$ cat src/rtl/serial_adder_ctrl.sv
// serial_adder_ctrl: bit-serial adder, LSB first, through a single 1-bit full adder.
// Optional feature macro: SERIAL_ADDER_SUB_EN adds a 'sub' input. When sub=1 the
// block computes a - b as a + ~b + 1.
// Result, carry-out and signed overflow appear WIDTH cycles after start is accepted.

module structuralFullAdder (
  input  logic x,
  input  logic y,
  input  logic ci,
  output logic s,
  output logic co
);
  logic p;
  logic g;
  logic t;

  xor u_p  (p, x, y);
  xor u_s  (s, p, ci);
  and u_g  (g, x, y);
  and u_t  (t, p, ci);
  or  u_co (co, g, t);
endmodule

module serial_adder_ctrl #(
  parameter int WIDTH = 8
) (
  input  logic             clk,
  input  logic             reset,
  input  logic             start,
  input  logic [WIDTH-1:0] a,
  input  logic [WIDTH-1:0] b,
  input  logic             cin,
`ifdef SERIAL_ADDER_SUB_EN
  input  logic             sub,
`endif
  output logic             busy,
  output logic             done,
  output logic [WIDTH-1:0] sum,
  output logic             cout,
  output logic             overflow
);

  localparam int CW = $clog2(WIDTH);
  localparam logic [CW-1:0] LAST     = CW'(WIDTH - 1);
  localparam logic [CW-1:0] PRE_LAST = CW'(WIDTH - 2);

  localparam logic [1:0] IDLE = 2'b00;
  localparam logic [1:0] RUN  = 2'b01;
  localparam logic [1:0] DONE = 2'b10;

  logic [1:0]       state;
  logic [CW-1:0]    cnt;
  logic [WIDTH-1:0] a_reg;
  logic [WIDTH-1:0] b_reg;
  logic             carry;
  logic             carry_msb;
  logic [WIDTH-1:0] b_eff;
  logic             cin_eff;
  logic             fa_s;
  logic             fa_co;

  // Select the operand B and carry-in that get latched when start is accepted.
`ifdef SERIAL_ADDER_SUB_EN
  assign b_eff   = sub ? ~b : b;
  assign cin_eff = sub ? 1'b1 : cin;
`else
  assign b_eff   = b;
  assign cin_eff = cin;
`endif

  structuralFullAdder u_fa (
    .x  (a_reg[0]),
    .y  (b_reg[0]),
    .ci (carry),
    .s  (fa_s),
    .co (fa_co)
  );

  // The sequencer. a_reg also serves as the result shift register: each sum bit
  // enters at the MSB end as the operand bit leaves at the LSB end.
  always_ff @(posedge clk) begin
    if (reset) begin
      state     <= IDLE;
      cnt       <= '0;
      a_reg     <= '0;
      b_reg     <= '0;
      carry     <= 1'b0;
      carry_msb <= 1'b0;
      sum       <= '0;
      cout      <= 1'b0;
      overflow  <= 1'b0;
    end else begin
      case (state)
        IDLE, DONE: begin
          if (start) begin
            a_reg <= a;
            b_reg <= b_eff;
            carry <= cin_eff;
            cnt   <= '0;
            state <= RUN;
          end else begin
            state <= IDLE;
          end
        end
        RUN: begin
          a_reg <= {fa_s, a_reg[WIDTH-1:1]};
          b_reg <= b_reg >> 1;
          carry <= fa_co;
          cnt   <= cnt + 1'b1;
          if (cnt == PRE_LAST) begin
            carry_msb <= fa_co;
          end
          if (cnt == LAST) begin
            sum      <= {fa_s, a_reg[WIDTH-1:1]};
            cout     <= fa_co;
            overflow <= carry_msb ^ fa_co;
            state    <= DONE;
          end
        end
        default: state <= IDLE;
      endcase
    end
  end

  assign busy = (state == RUN);
  assign done = (state == DONE);

endmodule

$ cat config.mk
export PLATFORM = sky130hd
export DESIGN_NAME = serial_adder_ctrl
export DESIGN_NICKNAME = d
export VERILOG_FILES = /design/src/rtl/serial_adder_ctrl.sv
export SDC_FILE = /design/constraint.sdc
export NUM_CORES = 1
export LEC_CHECK = 0
export CAP_MARGIN = 15
export CORE_ASPECT_RATIO = 0.9
export CORE_UTILIZATION = 30
export CTS_CLUSTER_DIAMETER = 200
export DETAILED_ROUTE_END_ITERATION = 10
export GPL_TIMING_DRIVEN = 0
export REMOVE_ABC_BUFFERS = 1
export SLEW_MARGIN = 20
export SYNTH_ARGS = -nofsm -noshare
export SYNTH_HDL_FRONTEND = slang
export SYNTH_SLANG_ARGS = --single-unit
$ cat constraint.sdc
create_clock -name clk -period 3.7 [get_ports clk]
set_input_delay 0.37 -clock clk [delete_from_list [all_inputs] [get_ports clk]]
set_output_delay 0.37 -clock clk [all_outputs]
set_load 0.02 [all_outputs]
### Pin placement, run 1

Pins as bars across the die edge, other pins in grey.
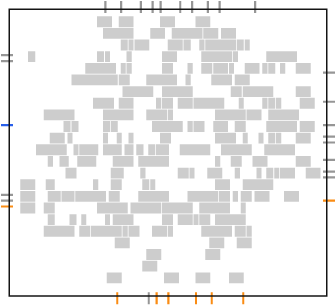
Orange stands for `b`, pins 8, direction input, edge 6 bottom, 1 right, 1 left. Blue stands for `busy`, pins 1, direction output, edge left.
All pins by edge: 10 top, 9 right, 7 bottom, 6 left.

### Clock network drawn from the DEF, run 1

Bar = 20 µm.
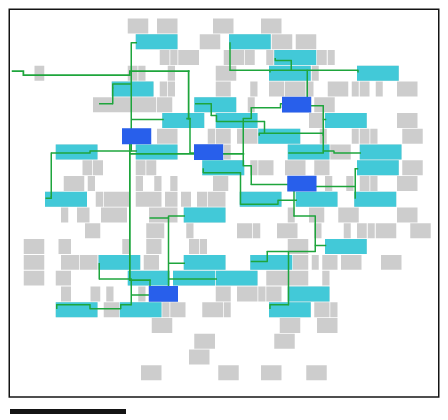
Green stands for clock wires, length 426 µm. Blue stands for clock drivers, count 5. Cyan stands for flip-flops, count 33.
There are 6 routed clock nets.

==> run notes, run 1 <==
fresh numbers from the pnr run: Post-CTS Resized=0, Floorplan Utilization=31.25%, most frequent cell after synthesis=dfxtp_1, first-pass GRT wire length=4581 µm, CP endpoint kind=output port, status=finished clean, top cells by area=dfxtp_1 47%, mux2i_1 11%, a211oi_1 9.2%, antenna violations before repair=0, grt total ovfl=0, vias in the first global route=1009, # port buffers=31, share of layout cells above drive strength 1=6.111%, chip area line of the yosys report=0.001394 mm², Die W=73.85 µm, Comb area share=36.40%, setup bufs post-CTS=0, sequential share of cell area=35.99%, period utilisation layout=64.44%, Critical Path End=busy, Final Cell Area=0.001836 mm², clock-cell share of area=6.339%, grt met3 use=3.631%, Largest type area fraction=47.40%, met1 WL=1503 µm, worst path bufs/invs=2, Hold Path End=sum[4], Synthesis Warnings=0, Critical Path Stages=3, Clock transition at path regs=70 ps, cell count listed in synth_stat.txt=152, Psw=0.0001895 W, Main synth FF type=dfxtp_1, Multi-In Gates=106, endpoints failing hold=0, Logic inverters=2, worst-margin pin slew=728.9 ps, TritonCTS clock tree=done, HP Start=sum[4], final net count=203, CP top delay family=buffers and inverters, crit-path max cell delay=630 ps, Logic power comb=0.0000987 W, TNS Setup=0 ps, register area share after synthesis=47.40%, Mapped Area=0.001394 mm², fillers=468, Clk pwr share=41.4%, M1 GR Usage=16.14%, worst hold slack=453.0 ps, Cell Chain, Critical Path=nand2b_2, inv_2, clkdlybuf4s50_1, Main power group=registers, die extent in y=66.67 µm, pre-CTS setup slack=1606 ps, Crit Path Category=reg -> out, total of max-cap violations=0, DR vias/cell=4.525, Seq. pwr=0.000391 W, minimum clock period=2384 ps, Comb power frac=11.8%, Non-clk bufs=31, Antenna Nets Post-Route=0, final core occ=41.15%, Critical-path top delay cell=clkdlybuf4s50_1, Layout non-clock buf frac=16.63%, DP Area=0.001719 mm², Relative slew margins=51.41%, DRC violations left=0, Post-synth top cells=33 x dfxtp_1, 21 x nand2_1, 20 x nor2_1, Clock group=0.000346 W, CP Data Arrival Time=2010 ps, largest net degree at the start of global routing=40, Final Non-Filler Cells=242, P&R area growth vs syn=31.69%, worst endpoint required time=3330 ps
### Wiring by layer, run 1

Bar = 20 µm.
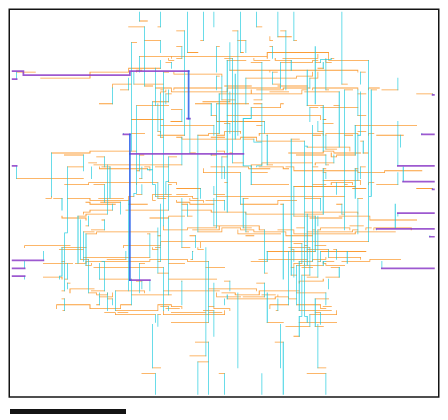
Cyan stands for metal 2, wire length 1230 µm. Purple stands for metal 3, wire length 107 µm. Orange stands for metal 1, wire length 1500 µm. Blue stands for metal 4, wire length 33.3 µm.
total wire length: 2868 µm
DR WL/cell: 11.85 µm
GRT Util Overall: 12.48%
via count: 1095

### Clock routing, run 1

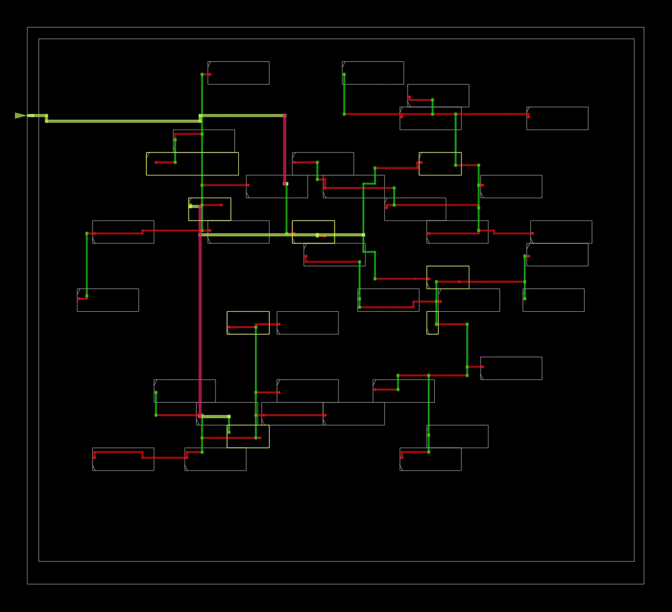
clk_buf instances: 7
total CTS buffers: 5
Clock Skews: 8.469 ps
Clk Latency, worst-skew pair: 280 ps
clock sinks: 33

run 1: cell usage in the layout, fill, tap and decap left out, drive strengths merged, types with 2 or more instances in the layout:
master	instances
dfxtp	33
clkdlybuf4s50	30
nand2	21
nor2	20
a211oi	17
mux2i	16
a21oi	13
clkbuf	7
nand3	3
ha	3
nand2b	2
nand3b	2
inv	2
run 1: logic make-up (layout without fill, tap and decap cells):
logic type | count (synthesis) | in the layout | synth area share [%]
adder cells (fa/ha/maj) | 4 | 4 | 4.130
AND-OR/OR-AND | 33 | 33 | 15.17
AND/OR/NAND/NOR | 52 | 52 | 16.34
multiplexers | 16 | 16 | 11.49
flip-flops | 33 | 33 | 47.40
buffers and inverters | 13 | 41 | 4.846
XOR/XNOR | 1 | 1 | 0.6285
==> run 2: changes to the inputs <==
==> constraint.sdc (replaced) <==
create_clock -name clk -period 2.3 [get_ports clk]
set_input_delay 0.23 -clock clk [delete_from_list [all_inputs] [get_ports clk]]
set_output_delay 0.23 -clock clk [all_outputs]
set_load 0.02 [all_outputs]
==> run notes, run 2 <==
fresh numbers from the pnr run: Final Cell Area=0.001841 mm² (+0.27%), status=finished clean, Relative slew margins=56.15% (+4.7 points), Synth flops=33, most frequent cell after synthesis=dfxtp_1, pre-CTS setup slack=346.2 ps (-1260 ps), share of layout cells above drive strength 1=6.111% (unchanged), clock-cell share of area=6.322% (-0.017 points), minimum clock period=2060 ps, Crit Path Category=reg -> out, clk_buf instances=7 (unchanged), Synthesis Warnings=0 (unchanged), Critical Path End=busy, Largest type area fraction=47.40% (unchanged), clock sinks=33 (unchanged), total wire length=2897 µm (+1.0%), worst path bufs/invs=2 (unchanged), HP Start=reset, antenna violations before repair=0 (unchanged), Multi-In Gates=106 (unchanged), CP endpoint kind=output port, Layout non-clock buf frac=16.59% (-0.045 points), Clk Latency, worst-skew pair=280 ps (about the same), Non-clk bufs=31 (unchanged), Comb area share=36.57% (+0.17 points), top cells by area=dfxtp_1 47%, mux2i_1 11%, a211oi_1 9.2%, setup bufs post-CTS=0 (unchanged), DRC violations left=0 (unchanged), # port buffers=31 (unchanged), largest net degree at the start of global routing=40 (unchanged), final core occ=41.26% (+0.11 points), period utilisation layout=89.58%, chip area line of the yosys report=0.001394 mm² (unchanged), Critical-path top delay cell=clkdlybuf4s50_1, crit-path max cell delay=620 ps (about the same), DP Area=0.001719 mm² (unchanged), TritonCTS clock tree=done, Top Layout Cells=33 x dfxtp_1, 30 x clkdlybuf4s50_1, 21 x nand2_1, worst endpoint required time=2070 ps (-1260 ps), Clock transition at path regs=60 ps (about the same), sequential share of cell area=35.89% (-0.098 points), CP top delay family=buffers and inverters, most frequent logic cell in the layout=dfxtp_1, CP Data Arrival Time=1830 ps (-180 ps), final net count=203 (unchanged), Die Size=0.004923 mm², Antenna Nets Post-Route=0 (unchanged), P&R area growth vs syn=32.05%, Post-synth top cells=33 x dfxtp_1, 21 x nand2_1, 20 x nor2_1, DR WL/cell=11.97 µm (+1.0%), register area share after synthesis=47.40% (unchanged), total of max-cap violations=0 (unchanged), vias in the first global route=1009 (unchanged), fillers=471 (+0.64%), Logic inverters=2 (unchanged), first-pass GRT wire length=4581 µm (unchanged), worst hold slack=451.3 ps (-1.640 ps), Die W=73.85 µm (unchanged), die extent in y=66.67 µm (unchanged), Post-CTS Resized=0 (unchanged), DR vias/cell=4.512 (-0.27%), Critical Path Stages=3 (unchanged), total CTS buffers=5 (unchanged), grt total ovfl=0 (unchanged), Main synth FF type=dfxtp_1
==> run 2: logic make-up after synthesis <==
kind of cell / count (synthesis) / synth area share [%]
flops: 33 / 47.40
buf+inv: 13 / 4.846
compound gates: 33 / 15.17
xor+xnor: 1 / 0.6285
mux: 16 / 11.49
fa+ha+maj: 4 / 4.130
simple gates: 52 / 16.34
==> run 2: routing by layer <==
metal / vias to the layer above / track usage (%) / wire length (µm)
li1: 578 / - / -
met1: 490 / 16.14 / 1483
met2: 19 / 19.04 / 1266
met3: 5 / 3.631 / 115
met4: 0 / 5.769 / 33
met5: - / 0 / 0
==> run 2: report_power, final <==
group	leakage (nW)	switching [W]	internal (W)
clock	0.0585	0.000203	0.000353
combinational	0.392	0.0000782	0.0000810
sequential	0.270	0.0000240	0.000606
### Wiring by layer, run 2

Bar = 20 µm.
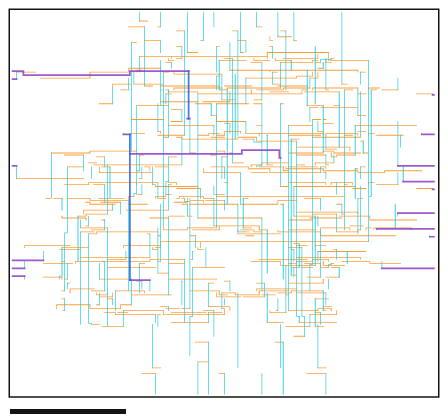
Purple stands for metal 3, wire length 115 µm. Cyan stands for metal 2, wire length 1270 µm. Orange stands for metal 1, wire length 1480 µm. Blue stands for metal 4, wire length 33.3 µm.

### Clock routing, run 2

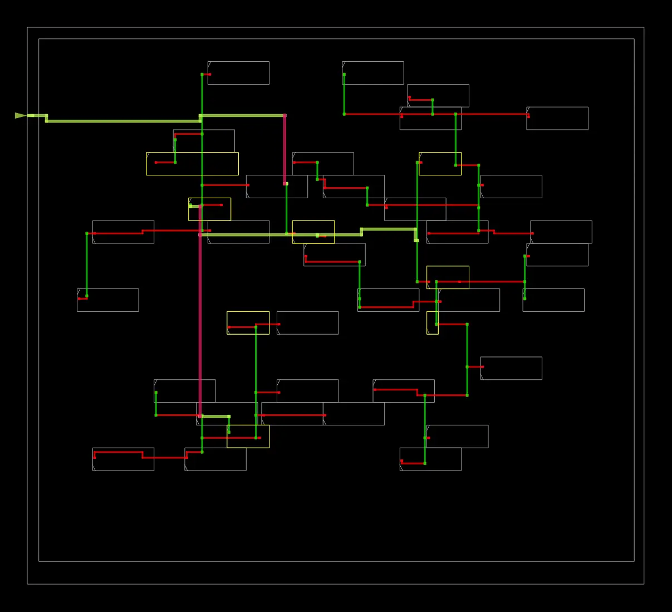
registers: 33
Clock Skews: 8.241 ps
Clock group: 0.000556 W

Power is estimated from default activity; no workload was simulated.
